**src/rtl/polyphase_tx_filter.sv**
```systemverilog
// ---------------------------------------------------------------------------
// polyphase_tx_filter
//   Multi-channel polyphase BPSK pulse-shaping FIR. Each channel keeps the
//   last N_BAUDS symbol bits; every enabled cycle one of OVER_SAMP phases is
//   computed as a signed sum of +/- coefficients (bit 0 -> +c, bit 1 -> -c).
//   The coefficient bank is runtime-writable and shared by all channels.
//   Two register stages: stage 1 holds the raw accumulators, stage 2 holds
//   the saturated output samples.
//
// Ports
//   clk, i_rst          clock, synchronous active-high reset
//   i_enable            sample-rate strobe gating all progress
//   i_valid / o_ready   symbol handshake: a symbol is consumed in a cycle
//                       where o_ready=1 (last phase of an enabled period);
//                       i_valid outside such a cycle is ignored, and a
//                       missing i_valid there shifts in 0 and sets the
//                       sticky o_underflow flag
//   i_prbs              one symbol bit per channel
//   i_coeff_we/addr/data  coefficient write, addr = phase + OVER_SAMP*baud
//   o_data              N_CH samples, ch0 in LSBs
//   o_valid, o_phase    output qualifier and phase index of o_data
//   o_underflow         sticky underflow flag
// ---------------------------------------------------------------------------
module polyphase_tx_filter #(
    parameter int N_CH      = 2,
    parameter int NB_COEFF  = 10,
    parameter int NBF_COEFF = 8,
    parameter int OVER_SAMP = 8,
    parameter int N_BAUDS   = 7,
    parameter int NB_COUNT  = 3,
    parameter int NB_ADDR   = 6,
    parameter int NB_OUTPUT = 13
) (
    input  logic                      clk,
    input  logic                      i_rst,
    input  logic                      i_enable,
    input  logic                      i_valid,
    input  logic [N_CH-1:0]           i_prbs,
    output logic                      o_ready,
    input  logic                      i_coeff_we,
    input  logic [NB_ADDR-1:0]        i_coeff_addr,
    input  logic [NB_COEFF-1:0]       i_coeff_data,
    output logic [N_CH*NB_OUTPUT-1:0] o_data,
    output logic                      o_valid,
    output logic [NB_COUNT-1:0]       o_phase,
    output logic                      o_underflow
);
    localparam int NB_ACC  = NB_COEFF + 1 + $clog2(N_BAUDS);
    localparam int NB_WIDE = (NB_ACC > NB_OUTPUT) ? NB_ACC : NB_OUTPUT;
    localparam logic signed [NB_WIDE-1:0] SAT_MAX = NB_WIDE'((1 << (NB_OUTPUT - 1)) - 1);
    localparam logic signed [NB_WIDE-1:0] SAT_MIN = -SAT_MAX - 1;

    logic [NB_COUNT-1:0]        cnt_q, cnt_d;
    logic [N_BAUDS-1:0]         sr_q [N_CH];
    logic [N_BAUDS-1:0]         sr_d [N_CH];
    logic signed [NB_COEFF-1:0] coef_q [N_BAUDS][OVER_SAMP];
    logic signed [NB_COEFF-1:0] coef_d [N_BAUDS][OVER_SAMP];
    logic signed [NB_ACC-1:0]   acc_q [N_CH];
    logic signed [NB_ACC-1:0]   acc_d [N_CH];
    logic [NB_COUNT-1:0]        ph1_q, ph1_d;
    logic                       v1_q, v1_d;
    logic signed [NB_OUTPUT-1:0] data_q [N_CH];
    logic signed [NB_OUTPUT-1:0] data_d [N_CH];
    logic                       valid_q, valid_d;
    logic [NB_COUNT-1:0]        phase_q, phase_d;
    logic                       underflow_q, underflow_d;

    logic                       slot;
    logic signed [NB_COEFF:0]   term;
    logic signed [NB_WIDE-1:0]  wide;

    // Symbol slot is the last phase of an enabled sample period.
    assign slot    = i_enable && (cnt_q == NB_COUNT'(OVER_SAMP - 1));
    assign o_ready = slot;

    // Phase counter, symbol shift registers, underflow flag.
    always_comb begin
        cnt_d       = cnt_q;
        underflow_d = underflow_q;
        if (i_enable) begin
            cnt_d = cnt_q + 1'b1;  // OVER_SAMP is a power of 2, so this wraps
        end
        if (slot && !i_valid) begin
            underflow_d = 1'b1;
        end
        for (int ch = 0; ch < N_CH; ch++) begin
            sr_d[ch] = sr_q[ch];
            if (slot) begin
                sr_d[ch] = {sr_q[ch][N_BAUDS-2:0], i_valid ? i_prbs[ch] : 1'b0};
            end
        end
    end

    // Coefficient bank; out-of-range addresses match no entry and are dropped.
    always_comb begin
        for (int k = 0; k < N_BAUDS; k++) begin
            for (int p = 0; p < OVER_SAMP; p++) begin
                coef_d[k][p] = coef_q[k][p];
                if (i_coeff_we && (i_coeff_addr == NB_ADDR'(p + OVER_SAMP * k))) begin
                    coef_d[k][p] = i_coeff_data;
                end
            end
        end
    end

    // Stage 1: reads the registered bank, so a same-cycle write is not seen.
    // Negation happens one bit wider than the coefficient so -(-2^(N-1)) is exact.
    always_comb begin
        term  = '0;
        v1_d  = i_enable;
        ph1_d = i_enable ? cnt_q : ph1_q;
        for (int ch = 0; ch < N_CH; ch++) begin
            acc_d[ch] = acc_q[ch];
            if (i_enable) begin
                acc_d[ch] = '0;
                for (int k = 0; k < N_BAUDS; k++) begin
                    term = $signed({coef_q[k][cnt_q][NB_COEFF-1], coef_q[k][cnt_q]});
                    if (sr_q[ch][k]) begin
                        term = -term;
                    end
                    acc_d[ch] = acc_d[ch] + $signed({{(NB_ACC-NB_COEFF-1){term[NB_COEFF]}}, term});
                end
            end
        end
    end

    // Stage 2: saturate into the output width, hold when nothing new arrives.
    always_comb begin
        wide    = '0;
        valid_d = v1_q;
        phase_d = v1_q ? ph1_q : phase_q;
        for (int ch = 0; ch < N_CH; ch++) begin
            data_d[ch] = data_q[ch];
            if (v1_q) begin
                wide = NB_WIDE'(acc_q[ch]);
                if (wide > SAT_MAX) begin
                    data_d[ch] = SAT_MAX[NB_OUTPUT-1:0];
                end else if (wide < SAT_MIN) begin
                    data_d[ch] = SAT_MIN[NB_OUTPUT-1:0];
                end else begin
                    data_d[ch] = wide[NB_OUTPUT-1:0];
                end
            end
        end
    end

    always_ff @(posedge clk) begin
        if (i_rst) begin
            cnt_q       <= '0;
            ph1_q       <= '0;
            v1_q        <= 1'b0;
            valid_q     <= 1'b0;
            phase_q     <= '0;
            underflow_q <= 1'b0;
            for (int ch = 0; ch < N_CH; ch++) begin
                sr_q[ch]   <= '0;
                acc_q[ch]  <= '0;
                data_q[ch] <= '0;
            end
            for (int k = 0; k < N_BAUDS; k++) begin
                for (int p = 0; p < OVER_SAMP; p++) begin
                    coef_q[k][p] <= '0;
                end
            end
        end else begin
            cnt_q       <= cnt_d;
            ph1_q       <= ph1_d;
            v1_q        <= v1_d;
            valid_q     <= valid_d;
            phase_q     <= phase_d;
            underflow_q <= underflow_d;
            for (int ch = 0; ch < N_CH; ch++) begin
                sr_q[ch]   <= sr_d[ch];
                acc_q[ch]  <= acc_d[ch];
                data_q[ch] <= data_d[ch];
            end
            for (int k = 0; k < N_BAUDS; k++) begin
                for (int p = 0; p < OVER_SAMP; p++) begin
                    coef_q[k][p] <= coef_d[k][p];
                end
            end
        end
    end

    always_comb begin
        o_data = '0;
        for (int ch = 0; ch < N_CH; ch++) begin
            o_data[ch*NB_OUTPUT +: NB_OUTPUT] = data_q[ch];
        end
    end

    assign o_valid     = valid_q;
    assign o_phase     = phase_q;
    assign o_underflow = underflow_q;

endmodule

```
**config.mk**
```make
export PLATFORM = sky130hd
export DESIGN_NAME = polyphase_tx_filter
export DESIGN_NICKNAME = d
export VERILOG_FILES = /design/src/rtl/polyphase_tx_filter.sv
export SDC_FILE = /design/constraint.sdc
export NUM_CORES = 2
export LEC_CHECK = 0
export CORE_ASPECT_RATIO = 1.5
export CORE_MARGIN = 5
export CORE_UTILIZATION = 40
export CTS_BUF_LIST = sky130_fd_sc_hd__clkbuf_16
export DETAILED_ROUTE_END_ITERATION = 8
export HOLD_SLACK_MARGIN = 0.12
export SYNTH_ARGS = -nofsm -noshare
export SYNTH_HDL_FRONTEND = slang
export SYNTH_SLANG_ARGS = --single-unit
```
**constraint.sdc**
```tcl
create_clock -name clk -period 6.65 [get_ports clk]
set_clock_uncertainty 0.15 [all_clocks]
set_input_delay 1.33 -clock clk [delete_from_list [all_inputs] [get_ports clk]]
set_output_delay 1.33 -clock clk [all_outputs]
set_load 0.005 [all_outputs]
```
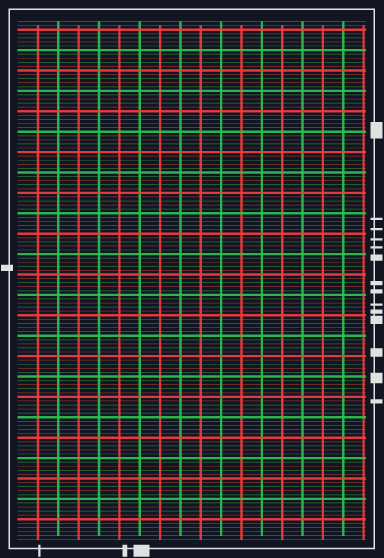
*Floorplan with the power grid*
Scale: 1.5 px per um. Pins as bars on the die edge.
legend:
  green:
    net: VDD
  red:
    net: VSS
signal pins: 55
met4 straps: 17
met5 straps: 25
rows: 127
met1 rails: 128
die span in x: 242 um
worst IR drop on VDD: 0.377 mV

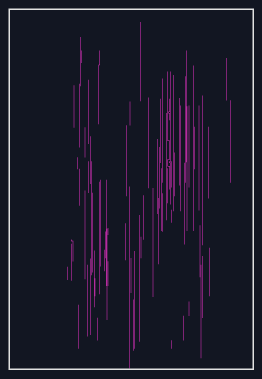
*M4 wires*
Scale: 1 px per um.
nets with wire on the layer: 59
main direction: vertical
longest straight run: 182 um
wire length on this layer: 5,310 um
share of all routed wire: 5.7%
routed vias: 21.8k
Detailed Route WL: 92,600 um

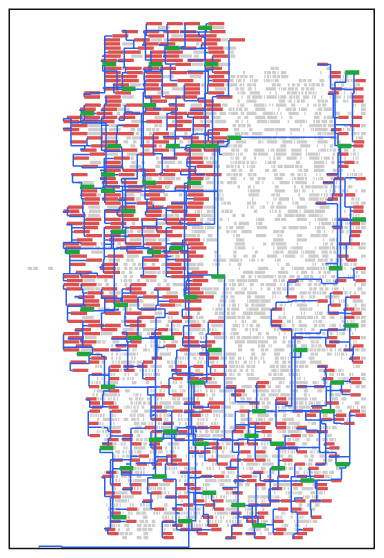
*Routed clock nets over the placement*
Scale: 1.5 px per um.
legend:
  red:
    item: flip-flops
    count: 640
  green:
    item: clock drivers
    count: 58
  blue:
    item: clock wires
    length: 7,960 um
routed clock nets: 59
flops lie: spread over the die

==> CHANGELOG.md <==
### Implementation results

* Outcome: complete, no violations
* Met3 Track Usage GR at 2.40%
* Comb pwr at 7.34 mW
* Cells along the critical path: buf_12 -> buf_12 -> mux4_2 -> mux2i_2 -> nand3_1 -> nand3b_1 -> or2_1 -> o21ai_2 -> mux2_2 -> fa_1 -> fa_1 -> inv_1 -> fa_1 -> inv_1 -> fa_1 -> xnor3_2 -> nand2_1 -> mux2i_1 -> a2111oi_2 -> nand3_1 -> xor2_1 -> a211oi_1
* Hold/Removal Path Class: reg2reg
* Reg2reg start: cnt_q[0]$_SDFFE_PP0P_
* Init Core Util at between 40 and 50%
* Tapcells at 1,032
* Top post-synthesis cells by count: 330 x edfxtp_1, 322 x nand2_1, 310 x dfxtp_1
* Post-synth net total at 2,916
* Clock power share at 21.7%
* Highest metal used: met4
* Max-slew violations at 0
* Yosys Chip Area at 32,400 um2
* Hold Path Depth at 2
* AND-OR/OR-AND share of the synthesized area at 6.03%
* Min Clock Period, post-route at about 6500 ps
* Initial detailed-routing violation count at ~1.7k
* Switch share at 36.1%
* Flops out of synthesis at 640
* Placed insts at between 3k and 4k
* NetSw at 5.49 mW
* Row count at 127
* Endpoints failing setup at 0
* Clock tree buffer depth at 3
* Sum Neg Setup Slack at 0 ps
* Power per Cell Area at 402 nW/um2
* Max-area cell share at 30.6%
* Startpoint types: flip-flop
* Worst skew pair latency at 670 ps
* Routability Congestion at 0.980
* Ys Warns at 0
* Flop share of the area at 42.6%
* Avg WL per Cell at 23.1 um
* Area grow syn2layout at 16.9%
* Filler Cells Inserted at 7,088
* Cells after Synth at 2,740
* R2r endpoint: acc_q[0][27]$_SDFFE_PP0P_
* DRC Markers at 0
* Worst Path Max Fanout at 14
* Crit path largest cell delay at roughly 580 ps
* Non-CTS inverters at 118
* Signal buffers at 310
* Tightest Pin Transition at roughly 1300 ps
* Cts hold-fix bufs at 0
* Fin nets at around 3.1k
* Area leader, netlist: edfxtp_1
* I/O pin total at 55
* Reg2Reg Setup Slack at 150 ps
* Vias in the first global route at 22.5k
* Finished Cell Area at 37,900 um2
* Max reg flops at between 500 and 600
* Asr flop ratio synth at 0%
* Global-route wire length before repair at 138,000 um
* Int Power at ~9.7 mW
* Met2 wire len at roughly 50,000 um
* WP data required at 7080 ps
* Share of cells above drive strength 1 at 21.4%
* Logic share of the area at 40.8%
* Non-Filler Instances at roughly 4k
* Largest net degree at the start of global routing at 190
* NonClk Buf Share at slightly above 7%
* Top power group: combinational cells
* Flip-flops at 640
* Clk pin slew, worst setup/hold paths at 70 ps
* Adder share at 8.55%
* CP Class: reg2reg
* Core ar. at 80,200 um2
* Fmax at 0.154 GHz
* R2R cell count at 22
* Yosys simple share at 11.1%
* Post-CTS Setup Bufs at 7
* Final hold slack at 301 ps
* Count of multi-input combinational gates at 1,800
* Combinational share of power at 48.2%
* CLK BUF at about 60
* Top post-synthesis cells by area: edfxtp_1 31%, dfxtp_1 19%, mux4_2 9.4%
* Pleak at 13.6 nW
* Metal-1 WL at 34,100 um
* Synth mux share at 16.9%
* CTS Buf Count at 58
* Pwr Total at approximately 15 mW
* Tool warnings at 31
* CTS tree: done
* Commonest Layout Cell: edfxtp_1
* Netlist cell types at ~63
* Area after DPL at 35,300 um2
* Mapped Avg Cell Area at approximately 12 um2
* Sequential share of power at 30.0%
* Dominant flop cell: edfxtp_1
* Largest Register: coef_q
* Clk pwr at 3.31 mW
* Clock network share of area at about 5%
* Worst Setup SP: cnt_q[0]$_SDFFE_PP0P_
* CTS Sinks at 640
* Logic area at between 15,000 and 20,000 um2
* Max-cap violations at 0
* Count leader, synth: edfxtp_1
* Root buffer cell: clkbuf_16
* Slowest CP cell: mux4_2
* N_diodes at 0
* Relative slew margins at 15.0%
* CP Depth at 22
* Top cells excl fill/tap: 330 x edfxtp_1, 320 x nand2_1, 306 x dfxtp_1, 234 x buf_4, 204 x nor2_1
* Post-layout worst setup margin at 153 ps
* Post-Syn Area at ~32,000 um2
* Top Registers: coef_q: 560 flops, acc_q: 28 flops, data_q: 26 flops
* Flip-flops with a built-in enable at 330
* Top cell category: sequential cells
* DP HPWL at 65,300 um
* RSZ-0062 raised after global routing: true
* # port buffers at ~54
* Post-synth seq share at between 40% and 50%
* Post-CTS Resized at 9
* Flop area at 16,100 um2
* Seq. pwr at 4.57 mW
* Final Hold Viols at 0
* DIE AREA at 86,900 um2
* Initial antenna violation count at 0
* Worst slack, placed at -188 ps
* H-tree depth at 2
* Ys cells at about 2.7k
* DR WL met3 at 4210 um
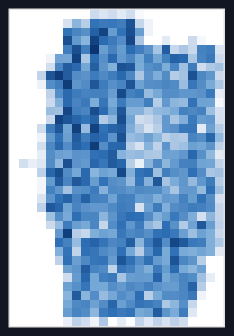
*Placement density heat map*
The die is cut into 24 by 36 equal tiles; white is low, dark blue is high, 0 to 100% covered.
emptiest ninth of the die: lower left
nearly empty tiles: 25%
fullest tile: 98%

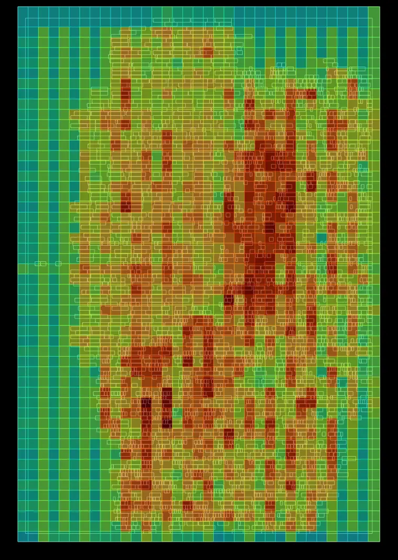
*Routing congestion map*
Final Util: 47.2%
routing usage on met2: 38.5%
Most Used Layer, Global Route: met2
met1 Use GR: 23.4%
total track usage: 20.7%

Power figures rest on the tool's default switching activity, not on a simulated workload.
